$ cat config.mk
export PLATFORM = sky130hd
export DESIGN_NAME = seq_alu
export DESIGN_NICKNAME = d
export VERILOG_FILES = /design/src/rtl/seq_alu.sv
export SDC_FILE = /design/constraint.sdc
export NUM_CORES = 1
export LEC_CHECK = 0
export ABC_AREA = 1
export CAP_MARGIN = 20
export CORE_MARGIN = 2
export CORE_UTILIZATION = 55
export CTS_CLUSTER_DIAMETER = 150
export DETAILED_ROUTE_END_ITERATION = 10
export PLACE_DENSITY_LB_ADDON = 0.1
export SLEW_MARGIN = 20
export SYNTH_ARGS = -nofsm -noshare
export SYNTH_HDL_FRONTEND = slang
export SYNTH_SLANG_ARGS = --single-unit
$ cat constraint.sdc
create_clock -name clock -period 6.4 [get_ports clock]
set_clock_uncertainty 0.15 [all_clocks]
set_input_delay 1.92 -clock clock [delete_from_list [all_inputs] [get_ports clock]]
set_output_delay 1.92 -clock clock [all_outputs]
set_load 0.05 [all_outputs]
$ cat src/rtl/seq_alu.sv
// seq_alu: sequential unsigned ALU. ADD/SUB/MUL complete in one cycle;
// DIV/MOD use a restoring divider that produces one quotient bit per cycle.
`default_nettype none

module seq_alu #(
    parameter int WIDTH = 8
) (
    input  logic                 clock,
    input  logic                 reset_n,
    input  logic                 start,
    input  logic [WIDTH-1:0]     a,
    input  logic [WIDTH-1:0]     b,
    input  logic [2:0]           mode_select,
    output logic                 ready,
    output logic                 valid,
    output logic [2*WIDTH-1:0]   c,
    output logic                 err
);

    localparam logic [2:0] OP_ADD = 3'd0;
    localparam logic [2:0] OP_SUB = 3'd1;
    localparam logic [2:0] OP_MUL = 3'd2;
    localparam logic [2:0] OP_DIV = 3'd3;
    localparam logic [2:0] OP_MOD = 3'd4;
    localparam int CNT_W = $clog2(WIDTH + 1);

    typedef enum logic [1:0] {
        S_IDLE = 2'd0,
        S_BUSY = 2'd1,
        S_DONE = 2'd2
    } state_t;

    state_t               r_state;
    state_t               w_state_nx;

    logic [WIDTH-1:0]     r_quo;
    logic [WIDTH-1:0]     r_rem;
    logic [WIDTH-1:0]     r_div;
    logic [CNT_W-1:0]     r_cnt;
    logic                 r_is_mod;
    logic [2*WIDTH-1:0]   r_c;
    logic                 r_err;

    logic                 w_accept;
    logic                 w_is_div;
    logic                 w_b_zero;
    logic                 w_long_op;
    logic                 w_last_iter;
    logic [2*WIDTH-1:0]   w_a_ext;
    logic [2*WIDTH-1:0]   w_b_ext;
    logic [2*WIDTH-1:0]   w_quick_c;
    logic                 w_quick_err;
    logic [WIDTH:0]       w_rem_sh;
    logic [WIDTH:0]       w_trial;
    logic                 w_ge;
    logic [WIDTH-1:0]     w_rem_nx;
    logic [WIDTH-1:0]     w_quo_nx;

    assign w_accept    = (r_state == S_IDLE) && start;
    assign w_is_div    = (mode_select == OP_DIV) || (mode_select == OP_MOD);
    assign w_b_zero    = (b == '0);
    assign w_long_op   = w_is_div && !w_b_zero;
    assign w_last_iter = (r_cnt == CNT_W'(1));
    assign w_a_ext     = {{WIDTH{1'b0}}, a};
    assign w_b_ext     = {{WIDTH{1'b0}}, b};

    // Single-cycle results, including the divide-by-zero and illegal-opcode cases.
    always_comb begin
        w_quick_c   = '0;
        w_quick_err = 1'b0;
        case (mode_select)
            OP_ADD: w_quick_c = w_a_ext + w_b_ext;
            OP_SUB: w_quick_c = {{WIDTH{1'b0}}, a - b};
            OP_MUL: w_quick_c = w_a_ext * w_b_ext;
            OP_DIV: begin
                w_quick_c   = '1;
                w_quick_err = 1'b1;
            end
            OP_MOD: begin
                w_quick_c   = w_a_ext;
                w_quick_err = 1'b1;
            end
            default: begin
                w_quick_c   = '0;
                w_quick_err = 1'b1;
            end
        endcase
    end

    // Remainder stays below the divisor, so the shifted trial never exceeds 2*div-1
    // and the MSB of the difference is a clean borrow flag.
    assign w_rem_sh = {r_rem, r_quo[WIDTH-1]};
    assign w_trial  = w_rem_sh - {1'b0, r_div};
    assign w_ge     = ~w_trial[WIDTH];
    assign w_rem_nx = w_ge ? w_trial[WIDTH-1:0] : w_rem_sh[WIDTH-1:0];
    assign w_quo_nx = {r_quo[WIDTH-2:0], w_ge};

    always_ff @(posedge clock or negedge reset_n) begin
        if (!reset_n) begin
            r_state <= S_IDLE;
        end else begin
            r_state <= w_state_nx;
        end
    end

    always_comb begin
        w_state_nx = r_state;
        case (r_state)
            S_IDLE: begin
                if (start) begin
                    w_state_nx = w_long_op ? S_BUSY : S_DONE;
                end
            end
            S_BUSY: begin
                if (w_last_iter) begin
                    w_state_nx = S_DONE;
                end
            end
            S_DONE:  w_state_nx = S_IDLE;
            default: w_state_nx = S_IDLE;
        endcase
    end

    always_ff @(posedge clock or negedge reset_n) begin
        if (!reset_n) begin
            r_quo    <= '0;
            r_rem    <= '0;
            r_div    <= '0;
            r_cnt    <= '0;
            r_is_mod <= 1'b0;
            r_c      <= '0;
            r_err    <= 1'b0;
        end else if (w_accept) begin
            r_quo    <= a;
            r_rem    <= '0;
            r_div    <= b;
            r_cnt    <= CNT_W'(WIDTH);
            r_is_mod <= (mode_select == OP_MOD);
            if (!w_long_op) begin
                r_c   <= w_quick_c;
                r_err <= w_quick_err;
            end
        end else if (r_state == S_BUSY) begin
            r_rem <= w_rem_nx;
            r_quo <= w_quo_nx;
            r_cnt <= r_cnt - CNT_W'(1);
            if (w_last_iter) begin
                r_c   <= r_is_mod ? {{WIDTH{1'b0}}, w_rem_nx} : {{WIDTH{1'b0}}, w_quo_nx};
                r_err <= 1'b0;
            end
        end
    end

    assign ready = (r_state == S_IDLE);
    assign valid = (r_state == S_DONE);
    assign c     = r_c;
    assign err   = r_err;

endmodule

`default_nettype wire
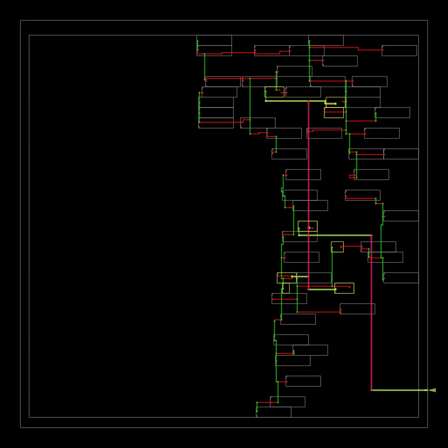
Fig. 1. Clock wiring as the flow saved it.
num sequential: 48
Num CTS Buffers: 5
clock group power: 0.196 mW
Late-Pin Clk Latency: 0.31 ns

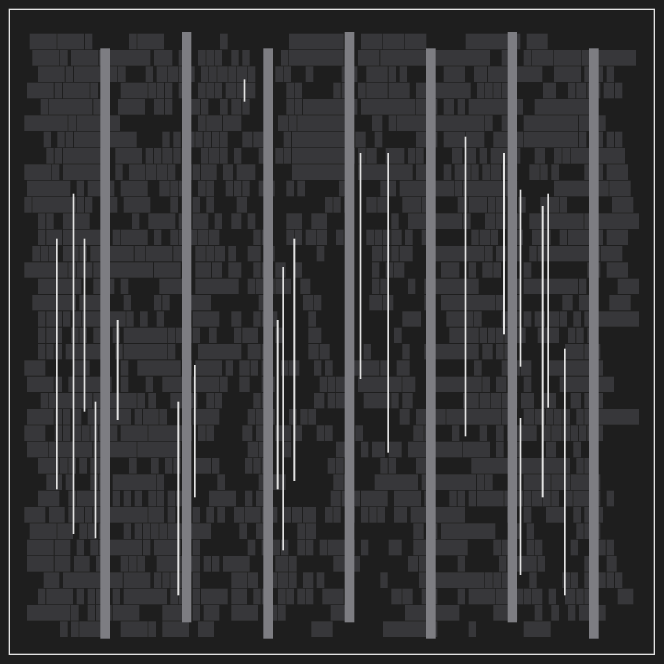
Fig. 2. M4 wires.
Scale: 6 px per µm. Supply wires on this layer in grey. Cells faint in the background.
main direction: vertical
nets with wire on the layer: 20
share of all routed wire: 4.1%
longest straight run: 56.4 µm
wire length on this layer: 683 µm

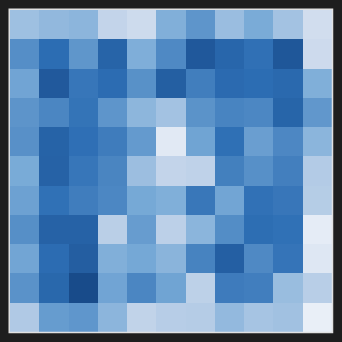
Fig. 3. Placement density heat map.
Scale: 3 px per µm. 11 x 11 tiles, from white (low) to dark blue (high), 0 to 100% covered.
mean over tiles: 56%
fullest tile: 89%
tiles over 75% full: 18%

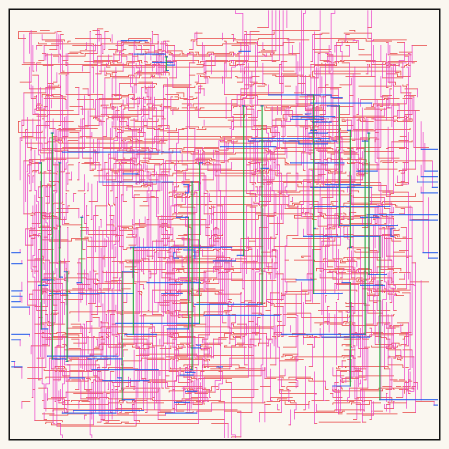
Fig. 4. Routed metal, one colour a layer.
Scale: 4 px per µm.
| colour | layer | wire length |
|---|---|---|
| blue | metal 3 | 755 µm |
| green | metal 4 | 683 µm |
| red | metal 1 | 6740 µm |
| magenta | metal 2 | 8580 µm |

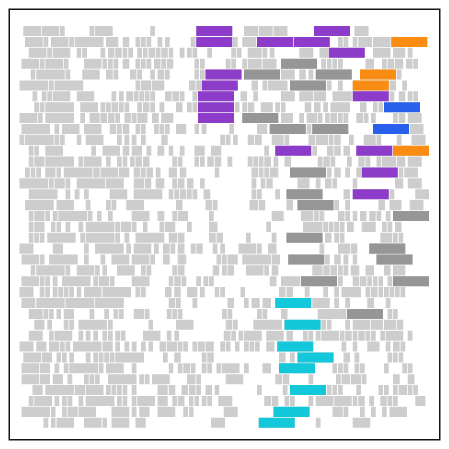
Fig. 5. Sequential cells grouped by signal name.
Scale: 4 px per µm.
| colour | name in the netlist | placed flops |
|---|---|---|
| blue | `r_state` | 2 |
| purple | `c` | 16 |
| orange | `r_cnt` | 4 |
| cyan | `r_div` | 8 |

==> run_results.csv <==
group,metric,value,unit
grt,grt_pass1_wl,28190,µm
finish,fin_cells,1044,
floorplan,io_pins,41,
clock_network,cts_max_level,2,
floorplan,die_x,107.3,µm
floorplan,chipHeight,107.3,µm
power_and_ir_drop,leakagePower,3.934,nW
detailed_routing,drc,0,
grt,use_met1,37.10,%
setup_path,required,6.50,ns
detailed_routing,drt-initial-drc-count,460,
final_timing,setup_viol,0,
power_and_ir_drop,vdd_drop_max,0.2088,mV
detailed_routing,post_drt_wl_per_cell,16.05,µm
worst_hold_path,hp-class,"register to register",
status,status,"finished, final reports clean",
synthesis,yosysTopAreaCell,"dfrtp_1",
synthesis,common_cells,"nand2_1, inv_1, nand3_1, ha_1, dfrtp_1",
setup_path,crit_top_cell,"nand2_1",
grt,grt_max_degree,49,
-- metal layers --
metal / up-vias / wire length, µm
li1: 2758 / -
met1: 2683 / 6737
met2: 180 / 8576
met3: 44 / 755
met4: 0 / 683
met5: - / 0
-- cells by family after synthesis --
kind of cell | after synthesis
AND-OR/OR-AND | 101
flip-flops | 48
buffers and inverters | 218
XOR/XNOR | 7
adder cells (fa/ha/maj) | 100
AND/OR/NAND/NOR | 390
-- flip-flops by register name (all words and copies together), names as in the netlist --
name      flops
c            16
r_div         8
r_quo         8
r_rem         8
r_cnt         4
r_state       2
err           1
r_is_mod      1
-- layout make-up --
class / instances / area [µm²] / area share [%]
tap: 136 / 170.2 / 2.578
inverter: 187 / 701.9 / 10.64
multi-input combinational: 598 / 3812 / 57.76
clock buffer: 6 / 82.58 / 1.251
timing repair buffer: 67 / 618.1 / 9.365
sequential: 48 / 1201 / 18.20
clock inverter: 2 / 13.76 / 0.2085
-- what timing repair did --
item | in CTS | in global routing
hold buffers | 0 | 0
gates resized | 0 | 8
setup endpoints to repair | 0 | 5
-- critical path: cells and delay by family --
family                   cells  cell delay (ns)
AND/OR/NAND/NOR              7             0.53
AND-OR/OR-AND                3             0.50
adder cells (fa/ha/maj)      5             2.49
buffers and inverters        4             0.77
-- placed cells by master (no fill, tap or decap), drive strengths merged, types with 7 or more instances in the layout --
cell,synthesis,routed
nand2,272,272
clkdlybuf4s50,0,32
inv,187,188
o221ai,7,7
dlymetal6s2s,0,7
a21oi,41,41
o21ai,30,30
nor2,33,33
fa,39,39
buf,15,28
ha,61,61
dfrtp,48,48
nand3,65,65
nand4,10,10
-- power breakdown --
group | internal (mW) | switching, mW
sequential | 0.409 | 0.0683
combinational | 0.513 | 0.955
clock | 0.0885 | 0.107
total | 1.01 | 1.13
-- worst paths after layout --
kind,startpoint,end,slack [ns],cells after the start
worst max-delay path,b[5],c[14]$_DFFE_PN0P_,0.28,19
worst min-delay path,c[6]$_DFFE_PN0P_,c[6]$_DFFE_PN0P_,0.34,2
worst max register to register,r_state[0]$_DFFE_PN0P_,r_quo[4]$_DFFE_PN0P_,3.85,5
worst min register to register,c[6]$_DFFE_PN0P_,c[6]$_DFFE_PN0P_,0.34,2
max in group asynchronous,reset_n,r_div[4]$_DFFE_PN0P_,4.22,1
min in group asynchronous,reset_n,r_rem[4]$_DFFE_PN0P_,1.45,1
Power figures rest on the tool's default switching activity, not on a simulated workload.
